$ cat config.mk
export PLATFORM = sky130hd
export DESIGN_NAME = alu_share_ctrl
export DESIGN_NICKNAME = d
export VERILOG_FILES = /design/src/rtl/alu_share_pkg.sv /design/src/rtl/rr_arbiter.sv /design/src/rtl/alu_share_ctrl.sv
export SDC_FILE = /design/constraint.sdc
export NUM_CORES = 1
export LEC_CHECK = 0
export ABC_AREA = 1
export CAP_MARGIN = 25
export CORE_UTILIZATION = 36
export CTS_CLUSTER_DIAMETER = 40
export DETAILED_ROUTE_END_ITERATION = 6
export PLACE_DENSITY = 0.71
export SYNTH_ARGS = -nofsm -noshare
export SYNTH_HDL_FRONTEND = slang
export SYNTH_SLANG_ARGS = --single-unit
$ cat constraint.sdc
create_clock -name clk -period 2.5 [get_ports clk]
set_clock_uncertainty 0.2 [all_clocks]
set_input_delay 0.5 -clock clk [delete_from_list [all_inputs] [get_ports clk]]
set_output_delay 0.5 -clock clk [all_outputs]
set_load 0.03 [all_outputs]
$ cat src/rtl/alu_share_pkg.sv
// Shared types and helpers for the ALU sharing controller.
// Holds the controller state enum, default widths and the round-robin pick function.
package alu_share_pkg;

    localparam int DEF_DATA_WIDTH = 8;
    localparam int DEF_NUM_REQ    = 4;
    localparam int DEF_OPC_W      = 2;
    localparam int DEF_TIMEOUT    = 64;

    // Widest supported requester set; the pick function works on this width
    // and callers zero-extend their request vector.
    localparam int MAX_REQ   = 8;
    localparam int MAX_PTR_W = 3;

    typedef enum logic [1:0] {
        IDLE = 2'd0,
        SEND = 2'd1,
        WAIT = 2'd2,
        RESP = 2'd3
    } state_t;

    // One-hot winner: first set bit of req at or after ptr, searching upward
    // and wrapping at n.
    function automatic logic [MAX_REQ-1:0] rr_pick(
        input logic [MAX_REQ-1:0]   req,
        input logic [MAX_PTR_W-1:0] ptr,
        input int                   n
    );
        logic [MAX_REQ-1:0]   win;
        logic                 found;
        logic [MAX_PTR_W-1:0] idx;
        win   = '0;
        found = 1'b0;
        for (int i = 0; i < MAX_REQ; i++) begin
            idx = MAX_PTR_W'((int'(ptr) + i) % n);
            if (!found && (i < n) && req[idx]) begin
                win[idx] = 1'b1;
                found    = 1'b1;
            end
        end
        return win;
    endfunction

endpackage

$ cat src/rtl/rr_arbiter.sv
// Combinational round-robin arbiter: one-hot winner at or after rr_ptr.
module rr_arbiter
    import alu_share_pkg::*;
#(
    parameter int NUM_REQ = DEF_NUM_REQ,
    parameter int PTR_W   = $clog2(NUM_REQ)
) (
    input  logic [NUM_REQ-1:0] req,
    input  logic [PTR_W-1:0]   rr_ptr,
    output logic [NUM_REQ-1:0] winner,
    output logic               valid
);

    logic [MAX_REQ-1:0] req_ext;
    logic [MAX_REQ-1:0] win_ext;

    // Widen to the package helper's width and pick the winner.
    always_comb begin
        req_ext                = '0;
        req_ext[NUM_REQ-1:0]   = req;
        win_ext                = rr_pick(req_ext, MAX_PTR_W'(rr_ptr), NUM_REQ);
    end

    assign winner = win_ext[NUM_REQ-1:0];
    assign valid  = |win_ext;

endmodule

$ cat src/rtl/alu_share_ctrl.sv
// Shares one serial-opcode ALU between NUM_REQ requesters, round-robin.
// Optional WAIT timeout abort: define ALU_SHARE_TIMEOUT_EN.
//
// state | meaning
// IDLE  | arbitrate; grant and latch the winner's opcode/operands
// SEND  | shift opcode MSB-first to the ALU, A on k=0, B on k=1
// WAIT  | wait for alu_done (or timeout when enabled)
// RESP  | one-cycle response pulse to the granted requester
module alu_share_ctrl
    import alu_share_pkg::*;
#(
    parameter int DATA_WIDTH = DEF_DATA_WIDTH,
    parameter int NUM_REQ    = DEF_NUM_REQ,
    parameter int OPC_W      = DEF_OPC_W,
    parameter int TIMEOUT    = DEF_TIMEOUT
) (
    input  logic                          clk,
    input  logic                          reset_n,
    input  logic [NUM_REQ-1:0]            req,
    input  logic [NUM_REQ*OPC_W-1:0]      req_opcode,
    input  logic [NUM_REQ*DATA_WIDTH-1:0] req_a,
    input  logic [NUM_REQ*DATA_WIDTH-1:0] req_b,
    output logic [NUM_REQ-1:0]            gnt,
    output logic [NUM_REQ-1:0]            rsp_valid,
    output logic [DATA_WIDTH-1:0]         rsp_result,
    output logic                          rsp_overflow,
    output logic                          rsp_error,
    output logic                          alu_opcode_valid,
    output logic                          alu_opcode,
    output logic [DATA_WIDTH-1:0]         alu_data,
    input  logic                          alu_done,
    input  logic [DATA_WIDTH-1:0]         alu_result,
    input  logic                          alu_overflow
);

    localparam int PTR_W = $clog2(NUM_REQ);
    localparam int K_W   = $clog2(OPC_W);

    if (NUM_REQ < 2 || NUM_REQ > MAX_REQ || OPC_W < 2 || TIMEOUT < 1) begin : g_param_check
        $error("alu_share_ctrl: parameter out of range");
    end

    state_t                  state;
    state_t                  state_n;
    logic [PTR_W-1:0]        rr_ptr;
    logic [K_W-1:0]          k_cnt;
    logic [NUM_REQ-1:0]      owner;
    logic [OPC_W-1:0]        op_q;
    logic [DATA_WIDTH-1:0]   a_q;
    logic [DATA_WIDTH-1:0]   b_q;
    logic [DATA_WIDTH-1:0]   res_q;
    logic                    ovf_q;

    logic [NUM_REQ-1:0]      win;
    logic                    win_valid;
    logic [PTR_W-1:0]        win_idx;
    logic [OPC_W-1:0]        op_sel;
    logic [DATA_WIDTH-1:0]   a_sel;
    logic [DATA_WIDTH-1:0]   b_sel;

`ifdef ALU_SHARE_TIMEOUT_EN
    localparam int TMO_W = $clog2(TIMEOUT + 1);
    logic [TMO_W-1:0]        tmo_cnt;
    logic                    err_q;
`endif

    rr_arbiter #(
        .NUM_REQ (NUM_REQ),
        .PTR_W   (PTR_W)
    ) u_arb (
        .req     (req),
        .rr_ptr  (rr_ptr),
        .winner  (win),
        .valid   (win_valid)
    );

    // Decode the winner index and mux out its opcode and operands.
    always_comb begin
        win_idx = '0;
        op_sel  = '0;
        a_sel   = '0;
        b_sel   = '0;
        for (int i = 0; i < NUM_REQ; i++) begin
            if (win[i]) begin
                win_idx = PTR_W'(i);
                op_sel  = req_opcode[i*OPC_W +: OPC_W];
                a_sel   = req_a[i*DATA_WIDTH +: DATA_WIDTH];
                b_sel   = req_b[i*DATA_WIDTH +: DATA_WIDTH];
            end
        end
    end

    // State register.
    always_ff @(posedge clk or negedge reset_n) begin
        if (!reset_n) begin
            state <= IDLE;
        end else begin
            state <= state_n;
        end
    end

    // Next-state logic and outputs decoded from state.
    always_comb begin
        state_n          = state;
        gnt              = '0;
        rsp_valid        = '0;
        rsp_result       = '0;
        rsp_overflow     = 1'b0;
        rsp_error        = 1'b0;
        alu_opcode_valid = 1'b0;
        alu_opcode       = 1'b0;
        alu_data         = '0;
        case (state)
            IDLE: begin
                // Gated by reset_n so no grant leaks out while reset is held.
                if (win_valid && reset_n) begin
                    gnt     = win;
                    state_n = SEND;
                end
            end
            SEND: begin
                alu_opcode_valid = 1'b1;
                alu_opcode       = op_q[K_W'(OPC_W-1) - k_cnt];
                if (k_cnt == '0) begin
                    alu_data = a_q;
                end else if (k_cnt == K_W'(1)) begin
                    alu_data = b_q;
                end
                if (k_cnt == K_W'(OPC_W-1)) begin
                    state_n = WAIT;
                end
            end
            WAIT: begin
                if (alu_done) begin
                    state_n = RESP;
                end
`ifdef ALU_SHARE_TIMEOUT_EN
                else if (tmo_cnt == '0) begin
                    state_n = RESP;
                end
`endif
            end
            RESP: begin
                rsp_valid    = owner;
                rsp_result   = res_q;
                rsp_overflow = ovf_q;
`ifdef ALU_SHARE_TIMEOUT_EN
                rsp_error    = err_q;
`endif
                state_n      = IDLE;
            end
            default: state_n = IDLE;
        endcase
    end

    // Request latch, round-robin pointer, serialiser index and result capture.
    always_ff @(posedge clk or negedge reset_n) begin
        if (!reset_n) begin
            rr_ptr  <= '0;
            k_cnt   <= '0;
            owner   <= '0;
            op_q    <= '0;
            a_q     <= '0;
            b_q     <= '0;
            res_q   <= '0;
            ovf_q   <= 1'b0;
`ifdef ALU_SHARE_TIMEOUT_EN
            tmo_cnt <= '0;
            err_q   <= 1'b0;
`endif
        end else begin
            case (state)
                IDLE: begin
                    if (win_valid) begin
                        owner  <= win;
                        op_q   <= op_sel;
                        a_q    <= a_sel;
                        b_q    <= b_sel;
                        k_cnt  <= '0;
                        rr_ptr <= (win_idx == PTR_W'(NUM_REQ-1)) ? '0 : win_idx + 1'b1;
                    end
                end
                SEND: begin
                    k_cnt   <= k_cnt + 1'b1;
`ifdef ALU_SHARE_TIMEOUT_EN
                    // Down-counter loaded so terminal count hits on the last allowed WAIT cycle.
                    tmo_cnt <= TMO_W'(TIMEOUT - 1);
`endif
                end
                WAIT: begin
                    if (alu_done) begin
                        res_q <= alu_result;
                        ovf_q <= alu_overflow;
`ifdef ALU_SHARE_TIMEOUT_EN
                        err_q <= 1'b0;
`endif
                    end
`ifdef ALU_SHARE_TIMEOUT_EN
                    else if (tmo_cnt == '0) begin
                        res_q <= '0;
                        ovf_q <= 1'b0;
                        err_q <= 1'b1;
                    end else begin
                        tmo_cnt <= tmo_cnt - 1'b1;
                    end
`endif
                end
                default: ;
            endcase
        end
    end

endmodule
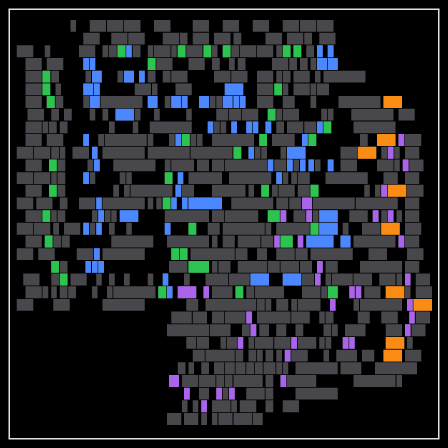
(images/gates.png)
Orange shows mux cells, cells 9. Blue shows nor cells, cells 65. Purple shows inv cells, cells 36. Green shows aoi and oai cells, cells 37.
combinational fraction of the cell area: 40.41%
Commonest Layout Cell: nand2_1
non-filler cells, final: 645

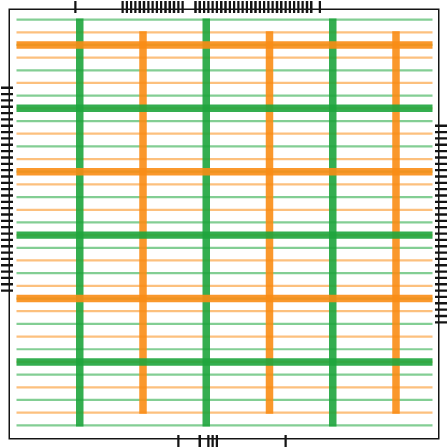
(images/floorplan.png)
Pins as bars on the die edge.
Green shows VSS. Orange shows VDD.
116 signal pins sit on the boundary. 6 straps on met4. The core has 32 rows.
Core Footprint: 7767 um2
height of the chip: 91.82 um

==> run summary <==
Results of an implementation run.

The internal power summed over all cells is roughly 3500 uW. The number of cells in the design after placement is 629. Per the layout area report, the register area comes to 903.4 um2. The setup slack after placement is -0.5115 ns. The highest routing layer actually used is met4.

The run finished, with violations left. The detailed placer's ending HPWL is 6.495 mm. The final setup slack of the worst path is -0.3393 ns.

The final reports fail on setup timing. The worst reg2reg path endpoint is b_q[1]$_DFFE_PN0P_. The analysis reports a worst IR drop on VDD of approximately 0.64 mV. Per report_power, the Sequential row totals 1050 uW. The global-route track usage on met2 is 36.72%. The largest net degree at the start of global routing is 32. Gates resized during post-CTS repair numbered 32. Across all stage logs, warnings added up to 37.

The worst hold path belongs to the class input port to async pin. Yosys mapped the design onto 34 distinct sky130hd cell types. The final tally of setup violations is 4. After detailed routing, the number of vias per cell comes to 4.885. In the per-layer breakdown of the detailed-route log, met1 shows about 3.8 mm. The first global-routing pass estimated around 14 mm of wire.
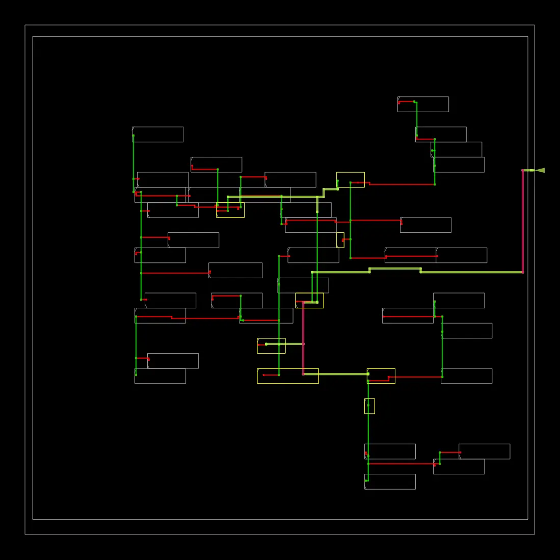
(images/clock_nets.png)
cts bufs inserted: 5
CLK BUF: 6
FFs & Latches: 36
insertion delay at the late pin of the worst-skew pair: 0.29 ns
Clk power: 513 uW

Power and IR drop assume default switching activity.
